Close-up of the layout:
Region (75, 75) to (95, 95) µm. Cells in grey, sequential cells in the stronger grey; small squares are vias.
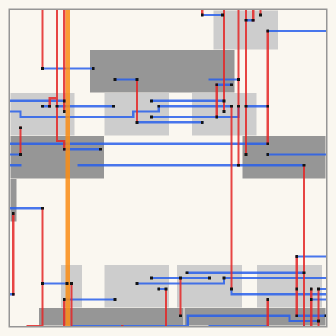
I/O pins on the die edge:
The bar under the picture is 20 µm long. Pins as bars across the die edge, other pins in grey.
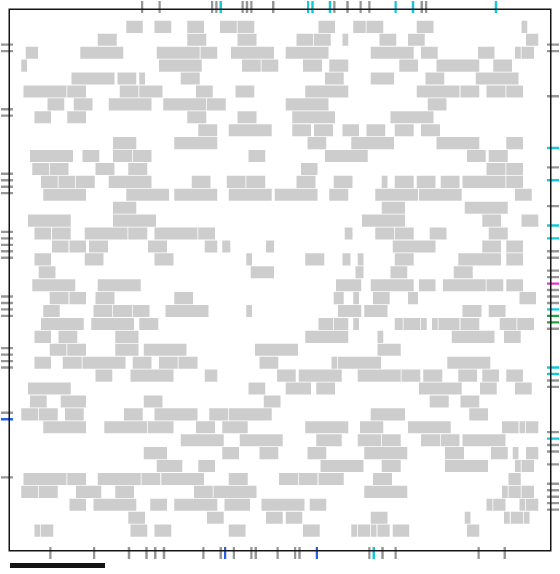
[src/rtl/pipeline_mw_skid.sv]
// MEM/WB stage register with valid/ready handshake, 2-entry skid buffer, flush and sticky halt.
// Optional writeback mux enabled by defining PIPELINE_MW_WBMUX_EN.
module pipeline_mw_skid #(
   parameter int unsigned DATA_W = 16,
   parameter int unsigned SEL_W  = 3
) (
   input  logic              clk,
   input  logic              rst,
   input  logic              in_valid,
   output logic              in_ready,
   input  logic              in_wr_en,
   input  logic              in_mem_rd,
   input  logic              in_halt,
   input  logic [SEL_W-1:0]  in_wr_sel,
   input  logic [DATA_W-1:0] in_alu,
   input  logic [DATA_W-1:0] in_mem,
   input  logic              flush,
   output logic              out_valid,
   input  logic              out_ready,
   output logic              out_wr_en,
   output logic              out_mem_rd,
   output logic              out_halt,
   output logic [SEL_W-1:0]  out_wr_sel,
   output logic [DATA_W-1:0] out_alu,
   output logic [DATA_W-1:0] out_mem,
   output logic [DATA_W-1:0] wb_data,
   output logic [1:0]        occupancy,
   output logic              halt_done
);

   localparam int unsigned PayW = 3 + SEL_W + 2 * DATA_W;

   logic [PayW-1:0] in_pay;
   logic [PayW-1:0] main_q, main_d;
   logic [PayW-1:0] skid_q, skid_d;
   logic            main_valid_q, main_valid_d;
   logic            skid_valid_q, skid_valid_d;
   logic            halt_done_q, halt_done_d;
   logic            in_xfer;
   logic            out_xfer;

   assign in_pay = {in_wr_en, in_mem_rd, in_halt, in_wr_sel, in_alu, in_mem};
   assign {out_wr_en, out_mem_rd, out_halt, out_wr_sel, out_alu, out_mem} = main_q;

   // in_ready depends only on state, never on out_ready.
   assign in_ready  = ~skid_valid_q & ~halt_done_q;
   assign out_valid = main_valid_q & ~halt_done_q;
   assign occupancy = {1'b0, main_valid_q} + {1'b0, skid_valid_q};
   assign halt_done = halt_done_q;

   assign in_xfer  = in_valid & in_ready;
   assign out_xfer = out_valid & out_ready;

`ifdef PIPELINE_MW_WBMUX_EN
   assign wb_data = out_mem_rd ? out_mem : out_alu;
`else
   assign wb_data = '0;
`endif

   always_comb begin
      main_d       = main_q;
      skid_d       = skid_q;
      main_valid_d = main_valid_q;
      skid_valid_d = skid_valid_q;
      // A HALT delivered in a flush cycle still counts; a flushed one never does.
      halt_done_d  = halt_done_q | (out_xfer & out_halt);

      if (flush) begin
         main_valid_d = 1'b0;
         skid_valid_d = 1'b0;
      end else if (!main_valid_q) begin
         if (in_xfer) begin
            main_d       = in_pay;
            main_valid_d = 1'b1;
         end
      end else if (out_xfer) begin
         if (skid_valid_q) begin
            main_d = skid_q;
            if (in_xfer) begin
               skid_d = in_pay;
            end else begin
               skid_valid_d = 1'b0;
            end
         end else if (in_xfer) begin
            main_d = in_pay;
         end else begin
            main_valid_d = 1'b0;
         end
      end else if (in_xfer) begin
         skid_d       = in_pay;
         skid_valid_d = 1'b1;
      end
   end

   always_ff @(posedge clk or negedge rst) begin
      if (!rst) begin
         main_q       <= '0;
         skid_q       <= '0;
         main_valid_q <= 1'b0;
         skid_valid_q <= 1'b0;
         halt_done_q  <= 1'b0;
      end else begin
         main_q       <= main_d;
         skid_q       <= skid_d;
         main_valid_q <= main_valid_d;
         skid_valid_q <= skid_valid_d;
         halt_done_q  <= halt_done_d;
      end
   end

endmodule

[config.mk]
export PLATFORM = sky130hd
export DESIGN_NAME = pipeline_mw_skid
export DESIGN_NICKNAME = d
export VERILOG_FILES = /design/src/rtl/pipeline_mw_skid.sv
export SDC_FILE = /design/constraint.sdc
export NUM_CORES = 1
export LEC_CHECK = 0
export CORE_MARGIN = 2
export CORE_UTILIZATION = 30
export CTS_BUF_LIST = sky130_fd_sc_hd__clkbuf_8
export DETAILED_ROUTE_END_ITERATION = 10
export GPL_TIMING_DRIVEN = 0
export PLACE_DENSITY_LB_ADDON = 0.05
export SYNTH_ARGS = -nofsm -noshare
export SYNTH_HDL_FRONTEND = slang
export SYNTH_SLANG_ARGS = --single-unit
[constraint.sdc]
create_clock -name clk -period 4.37 [get_ports clk]
set_clock_uncertainty 0.05 [all_clocks]
set_input_delay 0.6555 -clock clk [delete_from_list [all_inputs] [get_ports clk]]
set_output_delay 0.6555 -clock clk [all_outputs]
set_load 0.05 [all_outputs]
==> changes_impl.md <==
### Implementation results

- Result of the run: finished, final reports clean
- Crit path DAT: 1.91 ns
- Largest area contributor in the synthesized netlist: sky130_fd_sc_hd__dfrtp_1
- Post-route cell area: 4900 µm²
- Placed Instance Area: 4720 µm²
- Chip area estimate from yosys synthesis: 3610 µm²
- Post-detailed-route count of antenna-violating nets: 0
- Clock Pin Slew Worst Setup and Hold Paths: 0.08 ns
- Critical path startpoint: main_valid_q
- Placed wire-length estimate after detailed placement: 5050 µm
- Minimum setup slack among reg-to-reg paths: 2.11 ns
- Startpoint of the lowest-slack register-to-register path: main_valid_q
- Main area contributors: sky130_fd_sc_hd__dfrtp_1 55%, sky130_fd_sc_hd__mux2_2 33%, sky130_fd_sc_hd__buf_4 3.7%
- Final min period: 2.62 ns
- Worst ir drop on vdd: 0.000313 V
- Final tally of hold violations: 0
- Dominant logic cell types in the final layout: 105 x sky130_fd_sc_hd__mux2_2, 84 x sky130_fd_sc_hd__clkdlybuf4s50_1, 79 x sky130_fd_sc_hd__dfrtp_1, 19 x sky130_fd_sc_hd__buf_4, 16 x sky130_fd_sc_hd__conb_1
- Fraction of the yosys area taken by sequential cells: 54.7%
- Leakage power of the design: 2.20 nW
- Number of buffers added by the clock tree synthesis step: 9
- Remaining max-slew budget at the tightest pin: 56.2%
- Number of OpenROAD warnings: 26
- First-pass GRT wire length: 12200 µm
## Picture notes: 'close-up of the layout'
red -> metal 2
blue -> metal 1
orange -> metal 4
netlist names of flops here include = main_q (2), skid_q (1)
sequential cells in the window = 3
most frequent = mux2_2 (7), dfrtp_1 (3), inv_1 (1)
cells with their middle in the window = 11

## Picture notes: 'I/O pins on the die edge'
green -> occupancy  # pins 2, direction output, edge right
magenta -> halt_done  # pins 1, direction output, edge right
cyan -> out_mem  # pins 16, direction output, edge 8 right, 7 top, 1 bottom
blue -> in_wr_sel  # pins 3, direction input, edge 2 bottom, 1 left
die height: 114 µm
number of input and output port buffers inserted: 85
die span in x: 114 µm

[power by group through the flow]
stage	sequential, mW	combinational [mW]	clock, mW
after floorplan	1.86	0.424	0
after global placement	1.23	1.57	0
after detailed placement	1.23	1.58	0
after CTS	1.22	1.58	0.529
after global routing	1.27	1.64	0.561
final	1.22	1.57	0.502
[final cells by class]
class                           instances  area, µm²  share of cell area, %
Sequential cell                        79       1980                   40.4
Multi-Input combinational cell        144       1490                   30.5
Timing Repair Buffer                   86        868                   17.7
Buffer                                 28        194                   3.96
Tap cell                              147        184                   3.76
Clock buffer                           12        165                   3.37
Clock inverter                          3       11.3                  0.230
Inverter                                1       3.75                 0.0767
[cell families (layout without fill, tap and decap cells)]
kind of cell	count (synthesis)	in the layout	synth area share [%]
muxes	114	114	36.5
buffers and inverters	29	130	5.47
DFF	79	79	54.7
AOI/OAI and AO/OA	5	5	1.32
and+or+nand+nor	8	8	1.52
other	1	16	0.104
adders and majority gates	1	1	0.346
[sequential cells by signal (all words and copies together) (netlist names)]
register / flops
skid_valid_q: 1
main_q: 38
skid_q: 38
main_valid_q: 1
halt_done: 1
[metal layers]
layer  vias up  GRT usage, %  routed length [µm]
li1       1024             -                   -
met1      1088          17.0                3680
met2        69          18.5                3240
met3        13          3.67                 477
met4         0          7.07                 182
met5         -             0                   0
[stage by stage]
stage / TNS [ns] / worst slack [ns] / utilization [%] / instances
floorplan: 0 / 2.09 / - / 252
finish: 0 / 1.75 / 41.3 / 500
global placement: -42.44 / -0.544 / 39.6 / 484
global route: 0 / 1.66 / 41.3 / 500
CTS: 0 / 1.72 / 41.3 / 500
detailed placement: 0 / 1.52 / 39.8 / 485
Power and IR drop assume default switching activity.
